**Run 1: supply network**

The bar under the picture is 20 um long. Pins as bars on the die edge. Tap cells in gray.
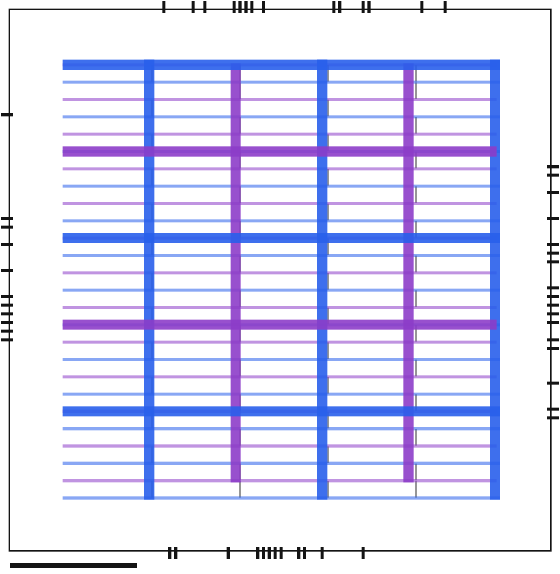
**Run 1: cells colored by class**

The bar under the picture is 20 um long.
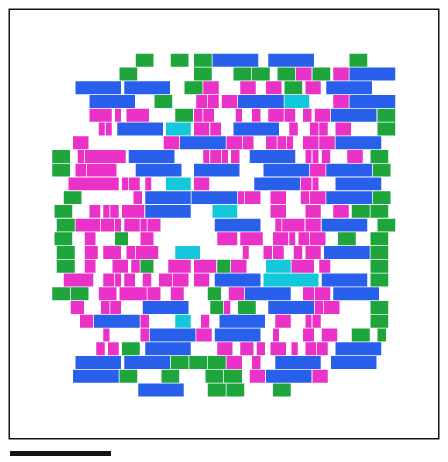
**Run 1: clock network drawn from the DEF**

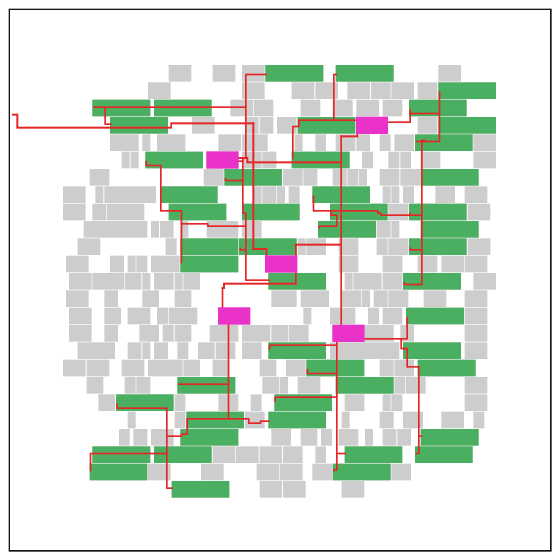
## config.mk

```make
export PLATFORM = sky130hd
export DESIGN_NAME = multicycle_ctrl
export DESIGN_NICKNAME = d
export VERILOG_FILES = /design/src/rtl/ctrl_pkg.sv /design/src/rtl/multicycle_ctrl.sv
export SDC_FILE = /design/constraint.sdc
export NUM_CORES = 1
export LEC_CHECK = 0
export ABC_AREA = 0
export CAP_MARGIN = 20
export CORE_MARGIN = 8
export CORE_UTILIZATION = 50
export CTS_CLUSTER_SIZE = 24
export DETAILED_ROUTE_END_ITERATION = 7
export PLACE_DENSITY = 0.79
export SKIP_CTS_REPAIR_TIMING = 1
export SYNTH_ARGS = -nofsm -noshare
export SYNTH_HDL_FRONTEND = slang
export SYNTH_SLANG_ARGS = --single-unit
```

## constraint.sdc

```tcl
create_clock -name clk_i -period 2.7 [get_ports clk_i]
set_input_delay 0.54 -clock clk_i [delete_from_list [all_inputs] [get_ports clk_i]]
set_output_delay 0.54 -clock clk_i [all_outputs]
set_load 0.01 [all_outputs]
```

## src/rtl/ctrl_pkg.sv

```systemverilog
// Shared types and constants for the multi-cycle RV32 control sequencer.
package ctrl_pkg;

   localparam int unsigned STATE_W = 3;
   localparam int unsigned OP_W    = 7;

   localparam logic [STATE_W-1:0] S_IDLE   = 3'd0;
   localparam logic [STATE_W-1:0] S_FETCH  = 3'd1;
   localparam logic [STATE_W-1:0] S_DECODE = 3'd2;
   localparam logic [STATE_W-1:0] S_EXEC   = 3'd3;
   localparam logic [STATE_W-1:0] S_MEM    = 3'd4;
   localparam logic [STATE_W-1:0] S_WB     = 3'd5;
   localparam logic [STATE_W-1:0] S_HALT   = 3'd6;

   typedef enum logic [2:0] {
      CLS_NONE = 3'd0,
      CLS_R    = 3'd1,
      CLS_I    = 3'd2,
      CLS_LD   = 3'd3,
      CLS_ST   = 3'd4,
      CLS_ILL  = 3'd5
   } cls_e;

   localparam logic [OP_W-1:0] OP_R  = 7'b0110011;
   localparam logic [OP_W-1:0] OP_I  = 7'b0010011;
   localparam logic [OP_W-1:0] OP_LD = 7'b0000011;
   localparam logic [OP_W-1:0] OP_ST = 7'b0100011;

   localparam logic [1:0] ALUOP_ADD = 2'b00;
   localparam logic [1:0] ALUOP_R   = 2'b10;
   localparam logic [1:0] ALUOP_I   = 2'b11;

   // Registered Moore control outputs driven to the datapath
   typedef struct packed {
      logic       ir_we;
      logic       pc_we;
      logic       reg_we;
      logic       mem_req;
      logic       mem_we;
      logic       alu_src;
      logic [1:0] alu_op;
      logic       wb_sel;
      logic       busy;
      logic       illegal;
   } ctrl_out_t;

   function automatic cls_e decode_op(input logic [OP_W-1:0] op);
      cls_e cls;
      case (op)
         OP_R:    cls = CLS_R;
         OP_I:    cls = CLS_I;
         OP_LD:   cls = CLS_LD;
         OP_ST:   cls = CLS_ST;
         default: cls = CLS_ILL;
      endcase
      return cls;
   endfunction

endpackage

```

## src/rtl/multicycle_ctrl.sv

```systemverilog
// Multi-cycle sequencer for the RV32 datapath: FETCH/DECODE/EXEC/MEM/WB with
// memory-ready handshake, retired-instruction counter and halt on illegal opcode.
module multicycle_ctrl
   import ctrl_pkg::*;
#(
   parameter int unsigned CNT_W = 32
) (
   input  logic             clk_i,
   input  logic             rst_i,
   input  logic             start_i,
   input  logic [6:0]       op_i,
   input  logic             mem_ready_i,
   output logic             ir_we_o,
   output logic             pc_we_o,
   output logic             reg_we_o,
   output logic             mem_req_o,
   output logic             mem_we_o,
   output logic             alu_src_o,
   output logic [1:0]       alu_op_o,
   output logic             wb_sel_o,
   output logic             busy_o,
   output logic             illegal_o,
   output logic [CNT_W-1:0] retired_o
);

   logic [STATE_W-1:0] state_q, state_d;
   cls_e               cls_q, cls_d;
   ctrl_out_t          out_q, out_d;
   logic [CNT_W-1:0]   retired_q;
   logic               st_commit_c;

   // A store commits in the MEM cycle that sees ready, so its PC write cannot be registered
   assign st_commit_c = (state_q == S_MEM) && (cls_q == CLS_ST) && mem_ready_i;

   // Next state plus output decode of the state being entered
   always_comb begin
      state_d = state_q;
      cls_d   = cls_q;
      out_d   = '0;

      case (state_q)
         S_IDLE: begin
            if (start_i) state_d = S_FETCH;
         end
         S_FETCH: begin
            state_d = S_DECODE;
         end
         S_DECODE: begin
            cls_d   = decode_op(op_i);
            state_d = (cls_d == CLS_ILL) ? S_HALT : S_EXEC;
         end
         S_EXEC: begin
            state_d = ((cls_q == CLS_LD) || (cls_q == CLS_ST)) ? S_MEM : S_WB;
         end
         S_MEM: begin
            if (mem_ready_i) begin
               if (cls_q == CLS_ST) state_d = start_i ? S_FETCH : S_IDLE;
               else                 state_d = S_WB;
            end
         end
         S_WB: begin
            state_d = start_i ? S_FETCH : S_IDLE;
         end
         S_HALT: begin
            state_d = S_HALT;
         end
         default: begin
            state_d = S_IDLE;
         end
      endcase

      case (state_d)
         S_FETCH: out_d.ir_we = 1'b1;
         S_MEM: begin
            out_d.mem_req = 1'b1;
            out_d.mem_we  = (cls_d == CLS_ST);
         end
         S_WB: begin
            out_d.reg_we = 1'b1;
            out_d.pc_we  = 1'b1;
         end
         S_HALT:  out_d.illegal = 1'b1;
         default: ;
      endcase

      if ((state_d == S_EXEC) || (state_d == S_MEM) || (state_d == S_WB)) begin
         case (cls_d)
            CLS_R: begin
               out_d.alu_src = 1'b0;
               out_d.alu_op  = ALUOP_R;
            end
            CLS_I: begin
               out_d.alu_src = 1'b1;
               out_d.alu_op  = ALUOP_I;
            end
            CLS_LD: begin
               out_d.alu_src = 1'b1;
               out_d.alu_op  = ALUOP_ADD;
               out_d.wb_sel  = 1'b1;
            end
            CLS_ST: begin
               out_d.alu_src = 1'b1;
               out_d.alu_op  = ALUOP_ADD;
            end
            default: ;
         endcase
      end

      out_d.busy = (state_d != S_IDLE) && (state_d != S_HALT);
   end

   always_ff @(posedge clk_i or negedge rst_i) begin
      if (!rst_i) begin
         state_q <= S_IDLE;
         cls_q   <= CLS_NONE;
         out_q   <= '0;
      end else begin
         state_q <= state_d;
         cls_q   <= cls_d;
         out_q   <= out_d;
      end
   end

   // Retire on every PC write; wraps naturally at the counter width
   always_ff @(posedge clk_i or negedge rst_i) begin
      if (!rst_i) begin
         retired_q <= '0;
      end else if (pc_we_o) begin
         retired_q <= retired_q + CNT_W'(1);
      end
   end

   assign ir_we_o   = out_q.ir_we;
   assign pc_we_o   = out_q.pc_we | st_commit_c;
   assign reg_we_o  = out_q.reg_we;
   assign mem_req_o = out_q.mem_req;
   assign mem_we_o  = out_q.mem_we;
   assign alu_src_o = out_q.alu_src;
   assign alu_op_o  = out_q.alu_op;
   assign wb_sel_o  = out_q.wb_sel;
   assign busy_o    = out_q.busy;
   assign illegal_o = out_q.illegal;
   assign retired_o = retired_q;

endmodule

```

==> results_slide.txt, run 1 <==
Implementation Results

Run status
  – Status: finished, final reports clean

Routing
  – DR iter-0 viols: 108
  – Met3 wire len: 255 um
  – Final wirelength: 4990 um
  – Highest Signal Layer: met4

Worst setup path
  – Critical Path Start: mem_ready_i
  – CP most frequent cell: clkdlybuf4s50_1
  – Crit-path max cell delay: 0.55 ns

Global route
  – All-Layer GR Usage: 0.149
  – First-pass GRT wire length: 8680 um
  – Antenna violations before repair: 0

Placement
  – GPL Wtd Cong: 0.923

Power
  – LEAKAGE: 1.38 nW

Finish
  – Layout fillers: 372
  – Syn-to-layout area delta: 29.9%
  – Layout cells sized above 1: 0.117

Yosys
  – Cell with the most instances after synthesis: dfrtp_1
  – #FFs+latches synth: 48
  – Synth area leaders: dfrtp_1 51%, xor2_1 8.9%, xnor2_1 3.0%, nor3_1 2.5%, nor4_1 2.4%
  – Post-synth EDFFs: 0
  – Async S/R FF share, synth: 1.00
  – Cell variety after synth: 49

Final timing
  – RSZ-0062 raised after global routing: false
  – Worst hold slack: 0.203 ns
  – Final Setup Violations: 0

Die
  – Starting Density: 0.511

CTS
  – Clk latency late pin: 0.30 ns
Back to the opening pictures, 'supply network':
legend:
  purple:
    net: VDD
  blue:
    net: VSS
met5 straps: 5
tap cells: 54
met4 straps: 5
area of the core: 0.00463 mm^2
Die Span Y: 84.8 um
die width: 84.8 um
peak supply drop: 0.385 mV

Back to the opening pictures, 'cells colored by class':
legend:
  green:
    class: other buffers and delay cells
    cells: 58
  magenta:
    class: all other logic
    cells: 151
  cyan:
    class: clock drivers and dummy loads
    cells: 8
  blue:
    class: flip-flops
    cells: 48
final core utilization: 0.663
Final Cell Area: 0.00307 mm^2
fraction of area in registers: 0.391
Site Rows: 25

Back to the opening pictures, 'clock network drawn from the DEF':
legend:
  green:
    item: flip-flops
    count: 48
  magenta:
    item: cells driving clock nets
    count: 5
  red:
    item: clock wires
    length: 534 um
routed clock nets: 6
Clock Power: 0.540 mW
clock skew: 0.00707 ns
Clock power frac: 0.258

-- run 1: through the flow --
stage	power [mW]	area, um^2
final	2.10	3070
after global routing	2.22	3070
after CTS	2.11	3070
after detailed placement	1.58	2950
after global placement	1.57	2950
after floorplan	1.31	2360
-- run 1: flip-flops by register name (all words and copies together) (netlist names), 2 cells and up --
register / cells
alu_op_o: 2
state_q: 3
retired_o: 32
cls_q: 3
-- run 1: power breakdown --
group          total [mW]  switching, mW  internal [mW]
clock network       0.540          0.238          0.303
registers           0.935          0.126          0.810
logic               0.621          0.306          0.315
-- run 1: placed cells by master (no fill, tap or decap), types with 2 or more instances in the layout --
cell type	Yosys	layout
nand4_1	5	5
nand4_2	2	2
a21oi_1	3	3
and4bb_2	2	2
buf_4	1	5
o21ai_0	3	3
and3_1	2	2
nor3_1	12	12
and4_1	6	6
nor3b_1	4	4
o211a_1	2	2
dfrtp_1	48	48
clkbuf_8	0	6
nor2_1	6	6
inv_1	6	6
nand2_1	14	14
nor4_1	9	9
nor3b_2	2	2
nor4b_1	4	4
and2_1	2	2
or2b_1	2	2
clkdlybuf4s50_1	0	52
nand2b_1	3	3
xor2_1	24	24
xnor2_1	8	8
nand3_1	8	8
-- run 1: cell type report --
class | instances | share of cell area
tap | 54 | 0.0220
clock buffer | 6 | 0.0269
clock inverter | 2 | 0.0126
inverter | 6 | 0.00733
sequential | 48 | 0.391
timing repair buffer | 58 | 0.183
multi-input combinational | 145 | 0.357
-- run 1: logic make-up after synthesis --
kind of cell	Yosys count	share of synthesized area
compound gates	19	0.0831
flops	48	0.508
simple gates	92	0.251
fa+ha+maj	1	0.00529
buf+inv	12	0.0286
xor+xnor	32	0.119
mux	1	0.00476
-- run 1: final timing paths --
kind                            endpoint  slack [ns]  depth (start not counted)
max                              pc_we_o        0.16                          5
min                         retired_o[8]        0.20                          1
max reg2reg                retired_o[17]        0.77                          5
min reg2reg                retired_o[31]        0.47                          1
max in group asynchronous   retired_o[4]        1.78                          2
min in group clk_i         retired_o[31]        0.47                          1
-- run 1: per-layer routing --
layer	vias up	GRT usage
met5	-	0
met4	0	0.0566
met3	6	0.0380
met2	36	0.263
met1	893	0.167
li1	859	-
==> run 2, diff against run 1 <==
- CTS_BUF_LIST: not set -> sky130_fd_sc_hd__clkbuf_2
==> run 2 against run 1 <==
  * Sequential power about the same
  * Cell area shrank 1.6%
  * Maximum frequency is 0.29% higher
  * Largest power group unchanged
  * Highest routed layer unchanged
==> results_slide.txt, run 2 <==
Implementation Results

Power
  – Overall power: 1.94 mW
  – Peak supply drop: 0.384 mV
  – LEAKAGE: 1.36 nW

Yosys
  – Async S/R FF share, synth: 1.00
  – Synth area leaders: dfrtp_1 51%, xor2_1 8.9%, xnor2_1 3.0%, nor3_1 2.5%, nor4_1 2.4%
  – #FFs+latches synth: 48
  – Cell variety after synth: 49
  – Cell with the most instances after synthesis: dfrtp_1
  – Post-synth EDFFs: 0

Run status
  – Status: finished, final reports clean

Finish
  – Top Layout Cells: 52 x clkdlybuf4s50_1, 48 x dfrtp_1, 24 x xor2_1, 14 x nand2_1, 12 x nor3_1
  – Syn-to-layout area delta: 27.8%
  – Max reg flops: 32
  – Layout fillers: 376
  – Layout cells sized above 1: 0.117

Die
  – Site Rows: 25
  – Die Span Y: 84.8 um
  – Area of the core: 0.00463 mm^2

Routing
  – Final wirelength: 5000 um
  – DR iter-0 viols: 85

CTS
  – Clk latency late pin: 0.42 ns

Worst setup path
  – FF-to-FF path depth: 5
  – Crit-path max cell delay: 0.54 ns
  – CP most frequent cell: clkdlybuf4s50_1

Final timing
  – Clock skew: 0.0240 ns
  – Final Setup Violations: 0
  – Worst hold slack: 0.0359 ns
  – RSZ-0062 raised after global routing: false

Placement
  – GPL Wtd Cong: 0.923

Global route
  – All-Layer GR Usage: 0.147
  – Antenna violations before repair: 0
## run 2: cell counts after synthesis
No cell type changed its count.
## run 2: power by group
group | internal [mW] | switching (mW)
Clock | 0.155 | 0.226
Combinational | 0.317 | 0.307
Sequential | 0.810 | 0.127
Total | 1.28 | 0.660
## run 2: final timing paths
check	from	end	slack (ns)
setup / recovery	mem_ready_i	pc_we_o	0.16
hold / removal	rst_i	retired_o[15]	0.04
setup reg to reg	retired_o[0]	retired_o[26]	0.82
hold reg to reg	retired_o[31]	retired_o[31]	0.49
max in group asynchronous	rst_i	retired_o[4]	1.94
min in group clk_i	retired_o[31]	retired_o[31]	0.49
## run 2: cell families (layout without fill, tap and decap cells)
| group | count (synthesis) | in the layout | synth area share |
|---|---|---|---|
| AND-OR/OR-AND | 19 | 19 | 0.0831 |
| XOR/XNOR | 32 | 32 | 0.119 |
| adder cells (fa/ha/maj) | 1 | 1 | 0.00529 |
| buffers and inverters | 12 | 72 | 0.0286 |
| flip-flops | 48 | 48 | 0.508 |
| multiplexers | 1 | 1 | 0.00476 |
| AND/OR/NAND/NOR | 92 | 92 | 0.251 |
## run 2: final cells by class
class	count	area, um^2	share of cell area
flip-flops and latches	48	1200	0.398
multi-input cells	145	1100	0.364
inverters	6	22.5	0.00745
repair buffers	58	563	0.186
clock inverters	3	42.5	0.0141
well taps	54	67.6	0.0224
clock buffers	5	25.0	0.00828
## run 2: worst max-delay path: cells and delay by family
| kind | cells | cell delay [ns] |
|---|---|---|
| buf+inv | 3 | 1.12 |
| simple gates | 1 | 0.27 |
| compound gates | 1 | 0.07 |
## run 2: through the flow
stage | area [um^2] | std cells
global placement | 2950 | 311
global route | 3020 | 319
CTS | 3020 | 319
floorplan | 2360 | 205
detailed placement | 2950 | 311
finish | 3020 | 319
## run 2: layer usage
| layer | GRT usage | up-vias | wire length (um) |
|---|---|---|---|
| met2 | 0.263 | 45 | 2570 |
| li1 | - | 859 | - |
| met5 | 0 | - | 0 |
| met1 | 0.164 | 883 | 2100 |
| met4 | 0.0372 | 0 | 45 |
| met3 | 0.0468 | 5 | 280 |
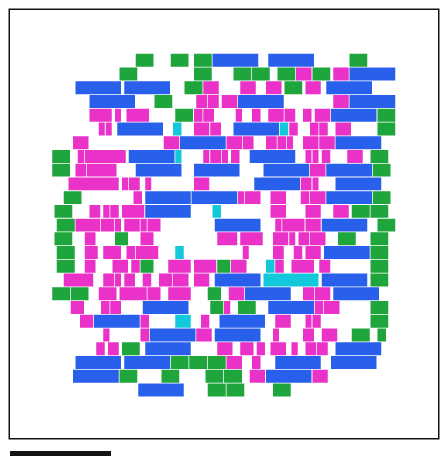
**Above:** run 2 (cells colored by class).
The bar under the picture is 20 um long.
legend:
  cyan:
    class: clock drivers and dummy loads
    cells: 8
  magenta:
    class: all other logic
    cells: 151
  blue:
    class: flip-flops
    cells: 48
  green:
    class: other buffers and delay cells
    cells: 58
Final Cell Area: 0.00302 mm^2
fraction of area in registers: 0.398

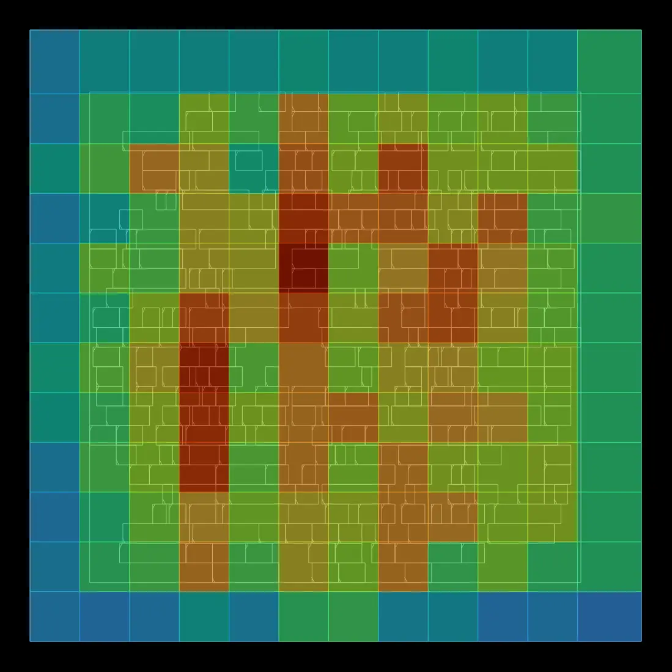
**Above:** run 2 (routing congestion map).
met3 Usage GRT: 0.0468
met2 Use GR: 0.263
met1 Use GR: 0.164
final core utilization: 0.653

Power figures rest on the tool's default switching activity, not on a simulated workload.
